$ cat src/rtl/lc3_pkg.sv
// LC-3 memory interface shared types: FSM states and memory-mapped device addresses.
// Latency: none; this file holds declarations only.
// Backpressure: none; the decode helper is purely combinational.
package lc3_pkg;

  typedef enum logic [1:0] {
    IDLE = 2'd0,
    REQ  = 2'd1,
    DONE = 2'd2
  } state_e;

  localparam logic [15:0] ADDR_KBSR = 16'hFE00;
  localparam logic [15:0] ADDR_KBDR = 16'hFE02;
  localparam logic [15:0] ADDR_DSR  = 16'hFE04;
  localparam logic [15:0] ADDR_DDR  = 16'hFE06;

  // Only the four device registers are decoded; the rest of xFE00 page stays external.
  function automatic logic is_mmio(input logic [15:0] addr);
    return (addr == ADDR_KBSR) || (addr == ADDR_KBDR) ||
           (addr == ADDR_DSR)  || (addr == ADDR_DDR);
  endfunction

endpackage

$ cat src/rtl/lc3_mmio.sv
// LC-3 keyboard/display device registers (KBSR, KBDR, DSR, DDR).
// Latency: read data is combinational from MAR; register updates and the DDR strobe take one edge.
// Backpressure: none; each access is taken in the single cycle acc_i is high.
module lc3_mmio
  import lc3_pkg::*;
(
  input  logic        clk,
  input  logic        rst,
  input  logic        acc_i,
  input  logic        we_i,
  input  logic [15:0] addr_i,
  input  logic [15:0] mdr_i,
  input  logic [7:0]  kbd_data_i,
  input  logic        kbd_valid_i,
  input  logic        dsp_ready_i,
  output logic [15:0] rdata_o,
  output logic        kbd_int_o,
  output logic [7:0]  ddr_data_o,
  output logic        ddr_valid_o
);

  logic       kbsr_rdy_q, kbsr_rdy_d;
  logic       kbsr_ie_q, kbsr_ie_d;
  logic [7:0] kbdr_q, kbdr_d;
  logic       ddr_vld_q, ddr_vld_d;
  logic [7:0] ddr_dat_q, ddr_dat_d;
  logic       unused_mdr;

  // Only bit 14 (interrupt enable) and the low byte are consumed from MDR.
  assign unused_mdr = ^{mdr_i[15], mdr_i[13:8]};

  // Read mux: decoded from the address the access is using.
  always_comb begin
    rdata_o = 16'h0000;
    case (addr_i)
      ADDR_KBSR: rdata_o = {kbsr_rdy_q, kbsr_ie_q, 14'h0000};
      ADDR_KBDR: rdata_o = {8'h00, kbdr_q};
      ADDR_DSR:  rdata_o = {dsp_ready_i, 15'h0000};
      default:   rdata_o = 16'h0000;
    endcase
  end

  // Device register next state; a new key wins over a same-cycle KBDR read clear.
  always_comb begin
    kbsr_rdy_d = kbsr_rdy_q;
    kbsr_ie_d  = kbsr_ie_q;
    kbdr_d     = kbdr_q;
    if (acc_i && !we_i && (addr_i == ADDR_KBDR)) kbsr_rdy_d = 1'b0;
    if (kbd_valid_i) begin
      kbsr_rdy_d = 1'b1;
      kbdr_d     = kbd_data_i;
    end
    if (acc_i && we_i && (addr_i == ADDR_KBSR)) kbsr_ie_d = mdr_i[14];
    ddr_vld_d = acc_i && we_i && (addr_i == ADDR_DDR);
    ddr_dat_d = ddr_vld_d ? mdr_i[7:0] : 8'h00;
  end

  // Register update; the DDR strobe lands exactly on the access's DONE cycle.
  always_ff @(posedge clk) begin
    if (rst) begin
      kbsr_rdy_q <= 1'b0;
      kbsr_ie_q  <= 1'b0;
      kbdr_q     <= 8'h00;
      ddr_vld_q  <= 1'b0;
      ddr_dat_q  <= 8'h00;
    end else begin
      kbsr_rdy_q <= kbsr_rdy_d;
      kbsr_ie_q  <= kbsr_ie_d;
      kbdr_q     <= kbdr_d;
      ddr_vld_q  <= ddr_vld_d;
      ddr_dat_q  <= ddr_dat_d;
    end
  end

  assign kbd_int_o   = kbsr_rdy_q & kbsr_ie_q;
  assign ddr_data_o  = ddr_dat_q;
  assign ddr_valid_o = ddr_vld_q;

endmodule

$ cat src/rtl/lc3_mem_if.sv
// LC-3 MAR/MDR memory interface: external req/ack path with timeout, optional devices (LC3_MMIO_EN).
// Latency: external access = 1+ REQ cycles then one DONE cycle; device access goes straight to DONE.
// Backpressure: mem_ack stalls REQ up to MEM_TIMEOUT cycles, after which DONE reports mem_err.
module lc3_mem_if
  import lc3_pkg::*;
#(
  parameter int MEM_TIMEOUT = 64
) (
  input  logic        clk,
  input  logic        rst,
  input  logic [15:0] bus_in,
  input  logic        ld_mar,
  input  logic        ld_mdr,
  input  logic        mio_en,
  input  logic        r_w,
  output logic [15:0] mdr_out,
  output logic        mem_r,
  output logic        mem_err,
  output logic        mem_req,
  output logic        mem_we,
  output logic [15:0] mem_addr,
  output logic [15:0] mem_wdata,
  input  logic [15:0] mem_rdata,
  input  logic        mem_ack,
  input  logic [7:0]  kbd_data,
  input  logic        kbd_valid,
  output logic        kbd_int,
  input  logic        dsp_ready,
  output logic [7:0]  ddr_data,
  output logic        ddr_valid
);

  localparam int CW = $clog2(MEM_TIMEOUT + 1);

  state_e        state_q, state_d;
  logic [15:0]   mar_q, mar_d;
  logic [15:0]   mdr_q, mdr_d;
  logic          we_q, we_d;
  logic          err_q, err_d;
  logic [CW-1:0] cnt_q, cnt_d;
  logic          mmio_hit;
  logic [15:0]   mmio_rdata;

`ifdef LC3_MMIO_EN
  logic mmio_acc;

  assign mmio_hit = is_mmio(mar_q);
  assign mmio_acc = (state_q == IDLE) && mio_en && mmio_hit;

  lc3_mmio u_mmio (
    .clk         (clk),
    .rst         (rst),
    .acc_i       (mmio_acc),
    .we_i        (r_w),
    .addr_i      (mar_q),
    .mdr_i       (mdr_q),
    .kbd_data_i  (kbd_data),
    .kbd_valid_i (kbd_valid),
    .dsp_ready_i (dsp_ready),
    .rdata_o     (mmio_rdata),
    .kbd_int_o   (kbd_int),
    .ddr_data_o  (ddr_data),
    .ddr_valid_o (ddr_valid)
  );
`else
  logic unused_dev_in;

  // Without devices every address goes external and device pins are idle.
  assign mmio_hit      = 1'b0;
  assign mmio_rdata    = 16'h0000;
  assign kbd_int       = 1'b0;
  assign ddr_data      = 8'h00;
  assign ddr_valid     = 1'b0;
  assign unused_dev_in = ^{kbd_data, kbd_valid, dsp_ready};
`endif

  // Next-state and outputs; MDR priority is memory/device read over ld_mdr.
  always_comb begin
    state_d = state_q;
    mar_d   = mar_q;
    mdr_d   = mdr_q;
    we_d    = we_q;
    err_d   = err_q;
    cnt_d   = cnt_q;
    mem_req = 1'b0;
    mem_we  = 1'b0;
    mem_r   = 1'b0;
    mem_err = 1'b0;
    if (ld_mdr && !mio_en) mdr_d = bus_in;
    case (state_q)
      IDLE: begin
        cnt_d = '0;
        err_d = 1'b0;
        if (ld_mar) mar_d = bus_in;
        if (mio_en) begin
          we_d = r_w;
          if (mmio_hit) begin
            state_d = DONE;
            if (!r_w) mdr_d = mmio_rdata;
          end else begin
            state_d = REQ;
          end
        end
      end
      REQ: begin
        mem_req = 1'b1;
        mem_we  = we_q;
        // An ack on the last allowed cycle still completes without error.
        if (mem_ack) begin
          state_d = DONE;
          if (!we_q) mdr_d = mem_rdata;
        end else if (cnt_q == CW'(MEM_TIMEOUT - 1)) begin
          state_d = DONE;
          err_d   = 1'b1;
        end else begin
          cnt_d = cnt_q + 1'b1;
        end
      end
      DONE: begin
        mem_r   = 1'b1;
        mem_err = err_q;
        state_d = IDLE;
      end
      default: state_d = IDLE;
    endcase
  end

  // State register; reset abandons any access in flight.
  always_ff @(posedge clk) begin
    if (rst) begin
      state_q <= IDLE;
      mar_q   <= 16'h0000;
      mdr_q   <= 16'h0000;
      we_q    <= 1'b0;
      err_q   <= 1'b0;
      cnt_q   <= '0;
    end else begin
      state_q <= state_d;
      mar_q   <= mar_d;
      mdr_q   <= mdr_d;
      we_q    <= we_d;
      err_q   <= err_d;
      cnt_q   <= cnt_d;
    end
  end

  assign mdr_out   = mdr_q;
  assign mem_addr  = mar_q;
  assign mem_wdata = mdr_q;

endmodule

$ cat config.mk
export PLATFORM = sky130hd
export DESIGN_NAME = lc3_mem_if
export DESIGN_NICKNAME = d
export VERILOG_FILES = /design/src/rtl/lc3_pkg.sv /design/src/rtl/lc3_mmio.sv /design/src/rtl/lc3_mem_if.sv
export SDC_FILE = /design/constraint.sdc
export NUM_CORES = 1
export LEC_CHECK = 0
export CAP_MARGIN = 25
export CORE_ASPECT_RATIO = 1.1
export CORE_MARGIN = 3
export CORE_UTILIZATION = 42
export DETAILED_ROUTE_END_ITERATION = 6
export GPL_ROUTABILITY_DRIVEN = 0
export PLACE_DENSITY = 0.91
export SKIP_LAST_GASP = 1
export SYNTH_ARGS = -nofsm -noshare
export SYNTH_HDL_FRONTEND = slang
export SYNTH_HIERARCHICAL = 1
export SYNTH_SLANG_ARGS = --single-unit
$ cat constraint.sdc
create_clock -name clk -period 4.7 [get_ports clk]
set_input_delay 1.41 -clock clk [delete_from_list [all_inputs] [get_ports clk]]
set_output_delay 1.41 -clock clk [all_outputs]
set_load 0.01 [all_outputs]
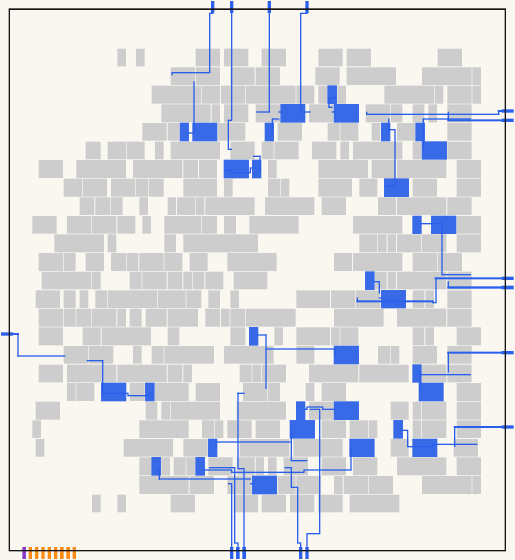
**Above:** run 1 (nets reached from selected ports).
| port | color | bits | direction | end cells | buffers |
|---|---|---|---|---|---|
| bus_in | blue | 16 | input | 32 | 16 |
| kbd_data | orange | 8 | input | 0 | 0 |
| dsp_ready | purple | 1 | input | 0 | 0 |

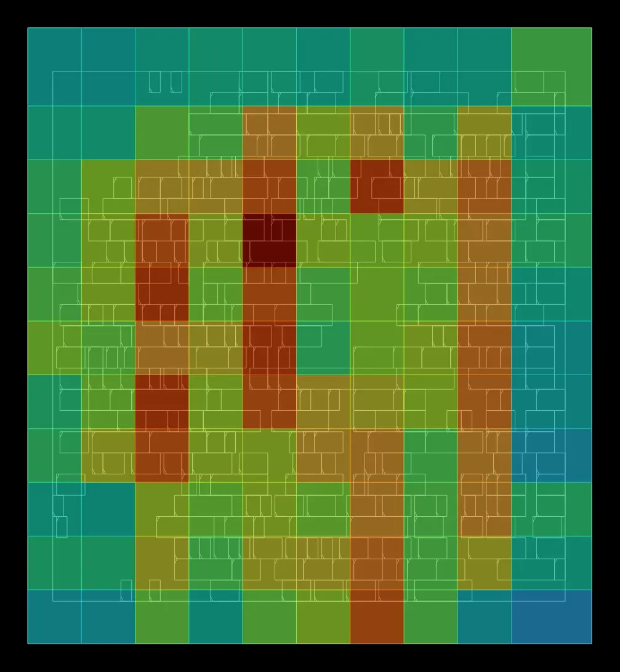
**Above:** run 1 (routing congestion map).
grt met1 use: 21.1%
GRT Overall Usage: 17.8%
WL/cell: 14.2 µm

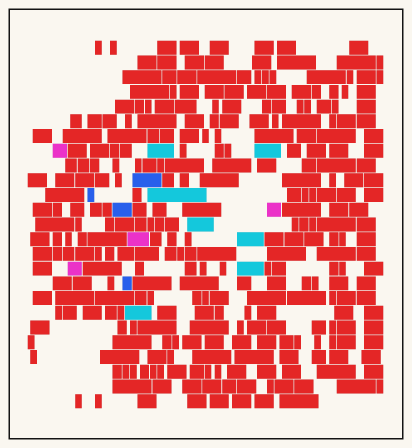
**Above:** run 1 (drive-strength map).
| size | color | cells | share |
|---|---|---|---|
| x2 | blue | 4 | 1.3% |
| x1 and smaller | red | 294 | 95% |
| x6 and larger | cyan | 7 | 2.3% |
| x3 and x4 | magenta | 4 | 1.3% |

==> results.toml, run 1 <==
# yosys + openroad results
[yosys]
ys_area_mm2 = 0.00204
synthAdderAreaFrac_pct = 0.614
syn_avg_cell_area_um2 = 8.49
synth_seq_share_pct = 42.3
synth_cell_types = 32
yosys_cells = 240
synth_flop_count = 43
syn-instance-count = 240
yosysWarnings = 6
ys_sh_xor_pct = 0
synthTopLogicFamily = "simple AND/OR/NAND/NOR gates"
yosys.area_share.simple_pct = 19.5
aoi_share_pct = 14.6
mux_share_pct = 9.89
syn-cell-area_mm2 = 0.00204

[final_timing]
tightestPinTransition_ns = 0.703
finalMaxSlewViolations = 0
finalHoldViolCount = 0
setup_tns_ns = 0
holdWs_ns = 0.454
period_needed_ns = 3.27
clock.fmax_mhz = 306
fin_skew_ns = 0.0101
slew_headroom_pct = 53.0
rsz0062_at_grt = "false"
finalCritPeriodShare_pct = 69.5
setup_viol = 0
fin_ws_ns = 1.43

[cts]
cts_tree = "yes"
clock_sinks = 43
cts.htree.levels = 2
cts.reportedPaths.clkPinSlew_ns = 0.07
cts_resized = 0
cts_max_path_buffers = 2
ctsHoldBuffers = 0
cts_buffers = 5
clk_latency_ns = 0.29
cts_setup_buffers = 0
root_buffer = "clkbuf_8"

[power_and_ir_drop]
powerDensity_mw_per_mm2 = 301
p_leak_nw = 1.15
p_total_uw = 879
vdd_drop_max_mv = 0.184

[finish]
fin_area_mm2 = 0.00292
finalNonFillerCells = 363
area.growth.synth_to_final_pct = 43.3
diodes = 0
nets = 358
mostFrequentLayoutCell = "clkdlybuf4s50_1"
utilization_pct = 65.3
lay_top_cells = "90 x clkdlybuf4s50_1, 43 x dfxtp_1, 40 x nand2_1"
drive_above_1_share_pct = 4.85
nFillCells = 384

[route]
first_pass_iters = 6
viasPerCell = 5.07
drtIter0Drc = 92
wirelength_um = 5170
antenna_left = 0
vias = 1840
drc_errors = 0

[placed_design]
place_ws_ns = 1.42
numPortBuffers = 90
dp.cells = 355
dpl.hpwl_um = 3700
placed_area_mm2 = 0.00280

[global_routing]
grt_use_met2_pct = 31.5
grt_overflow = 0
busiest_layer = "met2"
antenna_found_initial = 0
grt_pass1_wl_um = 8120
met3_usage_pct = 5.32
grt_max_degree = 44
grt_pass1_vias = 1745

[critical_path]
cpPeakStageDelay_ns = 0.56
worstSetupPathType = "reg -> out"
start_kind = "flip-flop"
arrival_ns = 1.86
cp_top_family = "buffers and inverters"
crit_path_end_kind = "output port"
cp_data_required_time_ns = 3.29
crit_chain = "nand2b_1 -> inv_2 -> and2_1 -> clkdlybuf4s50_1"
critPathBufInv = 2
critPathSlowestCell = "dfxtp_1"
crit_path_max_fanout = 12

[floorplan]
die_h_um = 79.0
fp.dieW_um = 72.4
io_pins = 111
initCoreUtil_pct = 45.5
placementRows = 25
dieArea_mm2 = 0.00572
core_area_mm2 = 0.00447

[run_status]
outcome = "complete, no violations"

[job]
cap_viol_max_count = 0
warnings = 36

[hold_path]
worstHoldPathType = "reg -> reg"
-- run 1: metal layers --
| layer | vias to the layer above | share of wire (%) |
|---|---|---|
| met4 | 0 | 0.95 |
| met3 | 6 | 7.4 |
| met1 | 844 | 42 |
| met2 | 64 | 49 |
| met5 | - | 0 |
| li1 | 926 | - |
-- run 1: cell usage after synthesis --
| cell type | count | share of area [%] |
|---|---|---|
| a31oi_1 | 4 | 1.2 |
| and2b_1 | 1 | 0.37 |
| or4_1 | 1 | 0.37 |
| a2111oi_2 | 1 | 0.74 |
| o211ai_1 | 2 | 0.74 |
| mux2i_1 | 19 | 9.3 |
| nor3_1 | 4 | 0.98 |
| inv_2 | 1 | 0.18 |
| a21oi_1 | 20 | 4.9 |
| nand3b_1 | 2 | 0.74 |
| buf_4 | 27 | 10 |
| nand4_1 | 1 | 0.31 |
| o21ai_0 | 1 | 0.25 |
| a21bo_2 | 1 | 0.49 |
| nor2_1 | 20 | 3.7 |
| nand2b_1 | 4 | 1.2 |
| nor2b_1 | 1 | 0.31 |
| nand4b_1 | 1 | 0.43 |
| nor3b_1 | 1 | 0.37 |
| conb_1 | 1 | 0.18 |
| clkbuf_1 | 10 | 1.8 |
| nand3_1 | 5 | 1.2 |
| or3_1 | 1 | 0.31 |
| ha_1 | 1 | 0.61 |
| a21o_1 | 1 | 0.37 |
| and4_4 | 1 | 0.55 |
| buf_2 | 4 | 0.98 |
| nand2_1 | 40 | 7.4 |
| dfxtp_1 | 43 | 42 |
| mux2_1 | 1 | 0.55 |
| and2_1 | 4 | 1.2 |
| a211oi_1 | 16 | 5.9 |
-- run 1: final cells by class --
| class | count | area [µm²] | area share (%) |
|---|---|---|---|
| sequential | 43 | 861 | 29.5 |
| timing repair buffer | 93 | 923 | 31.6 |
| clock inverter | 2 | 35.0 | 1.20 |
| multi-input combinational | 164 | 946 | 32.4 |
| tap | 54 | 67.6 | 2.31 |
| clock buffer | 6 | 82.6 | 2.83 |
| inverter | 1 | 3.75 | 0.129 |
-- run 1: logic make-up (layout without fill, tap and decap cells) --
family | after synthesis | after routing
compound gates | 46 | 46
fa+ha+maj | 1 | 1
buf+inv | 42 | 102
flops | 43 | 43
mux | 20 | 20
other cells | 1 | 10
simple gates | 87 | 87
-- run 1: worst paths after layout --
check             slack, ns            to  cells past startpoint         start
setup / recovery       1.43        mem_we                      4    state_q[0]
hold / removal         0.45  mem_addr[15]                      2  mem_addr[15]
setup reg to reg       2.58    mdr_out[2]                      5    state_q[0]
hold reg to reg        0.45  mem_addr[15]                      2  mem_addr[15]
-- run 1: power breakdown --
part	total [mW]	switching (mW)	internal, mW
Sequential	0.402	0.0164	0.386
Clock	0.295	0.123	0.172
Combinational	0.182	0.0783	0.104
-- run 1: worst reg2reg max path: cells and delay by family (launching register included) --
kind	cells	cell delay [ns]
compound gates	1	0.23
buf+inv	2	0.54
flops	1	0.56
simple gates	2	0.72
-- run 1: sequential cells by signal, indices dropped and copies added (netlist names) --
| name | flops |
|---|---|
| mem_addr | 16 |
| mdr_out | 16 |
| cnt_q | 7 |
| state_q | 2 |
| we_q | 1 |
| err_q | 1 |
==> inputs of run 2 (changes only) <==
--- a/config.mk
+++ b/config.mk
@@ -8,10 +8,10 @@
 export CAP_MARGIN = 25
 export CORE_ASPECT_RATIO = 1.1
 export CORE_MARGIN = 3
-export CORE_UTILIZATION = 42
+export CORE_UTILIZATION = 39
 export DETAILED_ROUTE_END_ITERATION = 6
 export GPL_ROUTABILITY_DRIVEN = 0
-export PLACE_DENSITY = 0.91
+export PLACE_DENSITY = 0.86
 export SKIP_LAST_GASP = 1
 export SYNTH_ARGS = -nofsm -noshare
 export SYNTH_HDL_FRONTEND = slang
==> constraint.sdc (replaced) <==
create_clock -name clk -period 3.3 [get_ports clk]
set_input_delay 0.99 -clock clk [delete_from_list [all_inputs] [get_ports clk]]
set_output_delay 0.99 -clock clk [all_outputs]
set_load 0.01 [all_outputs]
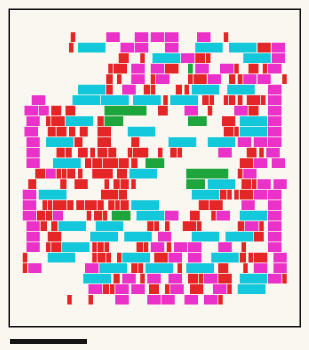
**Above:** run 2 (cell classes on the final placement).
Scale bar: 20 µm.
| class | color | cells |
|---|---|---|
| remaining buffers and delay cells | magenta | 93 |
| registers | cyan | 43 |
| clock drivers and dummy loads | green | 8 |
| remaining logic cells | red | 165 |

==> results.toml, run 2 <==
# yosys + openroad results
[route]
wirelength_um = 5170
vias = 1826
first_pass_iters = 4
viasPerCell = 5.00
drc_errors = 0
wl_per_cell_um = 14.2

[floorplan]
fp.dieW_um = 74.9
die_h_um = 81.8
initCoreUtil_pct = 42.0
placementRows = 26

[global_routing]
busiest_layer = "met2"
grt_usage_pct = 16.9
grt_overflow = 0
met1_usage_pct = 19.4
met3_usage_pct = 5.02
grt_max_degree = 44
grt_pass1_wl_um = 8000
antenna_found_initial = 0
grt_use_met2_pct = 30.7

[yosys]
synthMostInstantiatedCell = "dfxtp_1"
synth_cell_types = 32
syn-instance-count = 240
synth_flop_count = 43
async_flop_share_pct = 0
synth-edff-count = 0
top_cells_by_count = "43 x dfxtp_1, 40 x nand2_1, 27 x buf_4"
flop_cell = "dfxtp_1"
top_area_cell = "dfxtp_1"
syn_avg_cell_area_um2 = 8.49

[power_and_ir_drop]
p_leak_nw = 1.15
powerDensity_mw_per_mm2 = 444
vdd_drop_max_mv = 0.181

[critical_path]
worstSetupPathType = "reg -> out"
crit_chain = "nand2b_1 -> inv_2 -> and2_1 -> clkdlybuf4s50_1"
critPathBufInv = 2
arrival_ns = 1.83
cp_data_required_time_ns = 2.31
cpPeakStageDelay_ns = 0.56
crit_path_end_kind = "output port"
start_kind = "flip-flop"
critPathSlowestCell = "dfxtp_1"
cp_top_family = "buffers and inverters"

[final_timing]
tightestPinTransition_ns = 0.640
clock.fmax_mhz = 355
fin_skew_ns = 0.00817
finalCritPeriodShare_pct = 85.4
setup_tns_ns = 0
finalHoldViolCount = 0
slew_headroom_pct = 57.3
holdWs_ns = 0.458
setup_viol = 0
rsz0062_at_grt = "false"

[finish]
area.growth.synth_to_final_pct = 44.2
mostFrequentLayoutCell = "clkdlybuf4s50_1"
drive_above_1_share_pct = 4.53
lay_top_cells = "90 x clkdlybuf4s50_1, 43 x dfxtp_1, 40 x nand2_1"

[cts]
cts_buffers = 5
root_buffer = "clkbuf_8"
cts_tree = "yes"
cts.htree.levels = 2
cts_max_path_buffers = 2
ctsHoldBuffers = 0
cts.reportedPaths.clkPinSlew_ns = 0.08

[job]
cap_viol_max_count = 0

[placed_design]
dp.cells = 357
numPortBuffers = 90
dpl.hpwl_um = 3750

[run_status]
outcome = "complete, no violations"
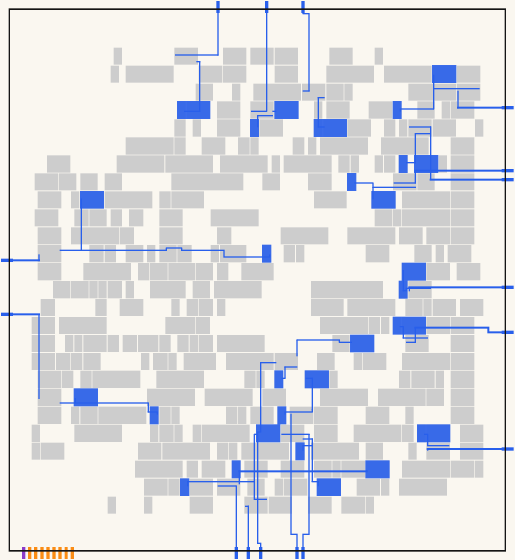
**Above:** run 2 (nets reached from selected ports).
| port | color | bits | direction | end cells | buffers |
|---|---|---|---|---|---|
| kbd_data | orange | 8 | input | 0 | 0 |
| dsp_ready | purple | 1 | input | 0 | 0 |
| bus_in | blue | 16 | input | 32 | 16 |

run 2: layer usage:
metal,vias to the layer above,wire length (µm)
met1,823,2090
met4,0,21
met3,5,396
li1,927,-
met5,-,0
met2,71,2660
run 2: area by class of cell:
type	instances	area [µm²]	area share (%)
Timing Repair Buffer	93	923	31.4
Inverter	1	3.75	0.128
Multi-Input combinational cell	164	946	32.2
Clock inverter	2	60.1	2.05
Clock buffer	6	72.6	2.47
Sequential cell	43	861	29.3
Tap cell	56	70.1	2.39
run 2: cell families (layout without fill, tap and decap cells):
group	Yosys count	in the layout	share of synthesized area [%]
fa+ha+maj	1	1	0.614
flops	43	43	42.3
mux	20	20	9.89
compound gates	46	46	14.6
other cells	1	10	0.184
buf+inv	42	102	13.0
simple gates	87	87	19.5
run 2: per-stage QoR:
stage	worst slack [ns]	power, mW
global placement	0.824	0.841
finish	0.483	1.30
floorplan	1.27	0.718
detailed placement	0.815	0.847
global route	0.387	1.36
CTS	0.479	1.32
run 2: final timing paths:
| path | from | to | slack (ns) | depth (start not counted) |
|---|---|---|---|---|
| min reg2reg | mem_addr[3] | mem_addr[3] | 0.46 | 2 |
| min | mem_addr[3] | mem_addr[3] | 0.46 | 2 |
| max | state_q[0] | mem_we | 0.48 | 4 |
| max reg2reg | state_q[0] | mem_addr[8] | 1.47 | 4 |
run 2: worst register-to-register path: stages (launching register included):
cell and delay, ns:
dfxtp_1 0.43, nor2_1 0.41, and2_1 0.61, nand2_1 0.16, a21oi_1 0.15
run 2: report_power, final:
group          internal, mW  total [mW]  switching (mW)
combinational         0.147       0.259           0.111
sequential            0.550       0.573          0.0234
clock                 0.302       0.472           0.169
==> inputs of run 3 (changes only) <==
--- a/config.mk
+++ b/config.mk
@@ -9,6 +9,7 @@
 export CORE_ASPECT_RATIO = 1.1
 export CORE_MARGIN = 3
 export CORE_UTILIZATION = 39
+export CTS_CLUSTER_DIAMETER = 30
 export DETAILED_ROUTE_END_ITERATION = 6
 export GPL_ROUTABILITY_DRIVEN = 0
 export PLACE_DENSITY = 0.86
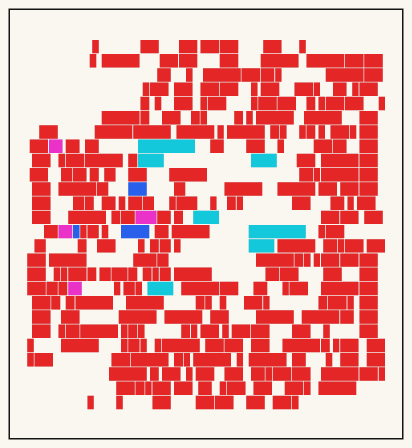
**Above:** run 3 (drive-strength map).
| size | color | cells | share |
|---|---|---|---|
| x1 and smaller | red | 295 | 95% |
| x3 and x4 | magenta | 4 | 1.3% |
| x6 and larger | cyan | 7 | 2.3% |
| x2 | blue | 3 | 0.97% |

==> results.toml, run 3 <==
# yosys + openroad results
[floorplan]
initCoreUtil_pct = 42.0
fp.dieW_um = 74.9
dieArea_mm2 = 0.00613
die_h_um = 81.8
placementRows = 26
core_area_mm2 = 0.00485
io_pins = 111

[finish]
lay_top_cells = "90 x clkdlybuf4s50_1, 43 x dfxtp_1, 40 x nand2_1"
nFillCells = 443
fin_area_mm2 = 0.00294
utilization_pct = 60.6
area.growth.synth_to_final_pct = 44.2
drive_above_1_share_pct = 4.53
diodes = 0
mi_logic_area_um2 = 946
seq_area_um2 = 861
nets = 358
mostFrequentLayoutCell = "clkdlybuf4s50_1"

[yosys]
flop_cell = "dfxtp_1"
top_cells_by_count = "43 x dfxtp_1, 40 x nand2_1, 27 x buf_4"
syn-cell-area_mm2 = 0.00204
yosys_cells = 240
synth_flop_count = 43
synthMostInstantiatedCell = "dfxtp_1"
yosysWarnings = 6
synth-edff-count = 0
syn-instance-count = 240
area_leaders = "dfxtp_1 42%, buf_4 10%, mux2i_1 9.3%"
synth_cell_types = 32
syn_avg_cell_area_um2 = 8.49
ys_area_mm2 = 0.00204
synth_seq_share_pct = 42.3
async_flop_share_pct = 0
top_area_cell = "dfxtp_1"
top_area_share_pct = 42.3

[global_routing]
antenna_found_initial = 0
grt_pass1_wl_um = 8000
grt_overflow = 0
grt_usage_pct = 16.9
grt_max_degree = 44
grt_pass1_vias = 1711

[placed_design]
place_ws_ns = 0.815
numPortBuffers = 90
dpl.hpwl_um = 3750
placed_area_mm2 = 0.00280

[route]
dr_wl_met3_um = 396
top_layer = "met4"
wirelength_um = 5170
wl_met1_um = 2090
wl_per_cell_um = 14.2
drc_errors = 0
viasPerCell = 5.00
dr_wl_met2_um = 2660
drtIter0Drc = 40
antenna_left = 0
vias = 1826
first_pass_iters = 4

[cts]
cts.reportedPaths.clkPinSlew_ns = 0.08
cts_setup_buffers = 0
ctsHoldBuffers = 0
clk_latency_ns = 0.29
cts_tree = "yes"
cts_buffers = 5
cts.htree.levels = 2
cts_max_path_buffers = 2
clock_sinks = 43
cts_resized = 0
root_buffer = "clkbuf_8"

[critical_path]
crit_path_end_kind = "output port"
worstSetupPathType = "reg -> out"
arrival_ns = 1.83
cp_data_required_time_ns = 2.31
reg2reg_depth = 4
start_kind = "flip-flop"
crit_path_max_fanout = 12

[run_status]
outcome = "complete, no violations"

[hold_path]
worstHoldPathCells = 2
worstHoldPathType = "reg -> reg"

[final_timing]
clock.fmax_mhz = 355
finalCritPeriodShare_pct = 85.4
fin_ws_ns = 0.483
finalHoldViolCount = 0
fin_skew_ns = 0.00817
slew_headroom_pct = 57.3
finalMaxSlewViolations = 0
tightestPinTransition_ns = 0.640
rsz0062_at_grt = "false"
holdWs_ns = 0.458
setup_viol = 0
setup_tns_ns = 0
period_needed_ns = 2.82

[power_and_ir_drop]
p_leak_nw = 1.15
powerDensity_mw_per_mm2 = 444
vdd_drop_max_mv = 0.181

[job]
cap_viol_max_count = 0
warnings = 36
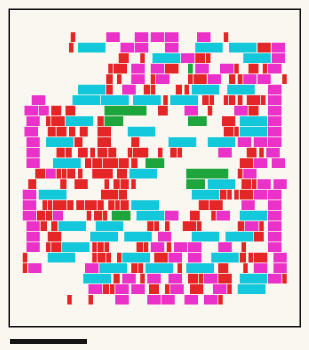
**Above:** run 3 (cell classes on the final placement).
Scale bar: 20 µm.
| class | color | cells |
|---|---|---|
| remaining logic cells | red | 165 |
| clock drivers and dummy loads | green | 8 |
| remaining buffers and delay cells | magenta | 93 |
| registers | cyan | 43 |

## run 3: cell counts after synthesis
Identical to the previous run, type by type.
## run 3: worst paths after layout
path / from / endpoint / slack, ns
max: state_q[0] / mem_we / 0.48
min: mem_addr[3] / mem_addr[3] / 0.46
max reg2reg: state_q[0] / mem_addr[8] / 1.47
min reg2reg: mem_addr[3] / mem_addr[3] / 0.46
## run 3: cell type report
type | instances | share of cell area, %
Multi-Input combinational cell | 164 | 32.2
Timing Repair Buffer | 93 | 31.4
Sequential cell | 43 | 29.3
Clock buffer | 6 | 2.47
Tap cell | 56 | 2.39
Clock inverter | 2 | 2.05
Inverter | 1 | 0.128
## run 3: per-layer routing
layer / vias to the layer above / global-route usage [%]
met3: 5 / 5.02
met1: 823 / 19.4
met2: 71 / 30.7
met5: - / 0
li1: 927 / -
met4: 0 / 3.20
## run 3: per-stage QoR
step	power, mW	std cells
finish	1.30	365
global route	1.36	365
CTS	1.32	365
detailed placement	0.847	357
global placement	0.841	357
floorplan	0.718	249
## run 3: worst max-delay path, stage by stage, from the launching register on
cell and delay (ns):
dfxtp_1 0.56, nand2b_1 0.22, inv_2 0.10, and2_1 0.13, clkdlybuf4s50_1 0.53
## run 3: cells by family after synthesis
logic type      Yosys count  synth area share (%)
simple gates             87                  19.5
compound gates           46                  14.6
flops                    43                  42.3
buf+inv                  42                  13.0
mux                      20                  9.89
fa+ha+maj                 1                 0.614
other cells               1                 0.184
## run 3: power by group
group	switching, mW	internal [mW]	leakage, nW
Clock	0.169	0.302	0.0654
Sequential	0.0234	0.550	0.352
Combinational	0.111	0.147	0.733
Total	0.304	1.00	1.15
Power and IR drop assume default switching activity.
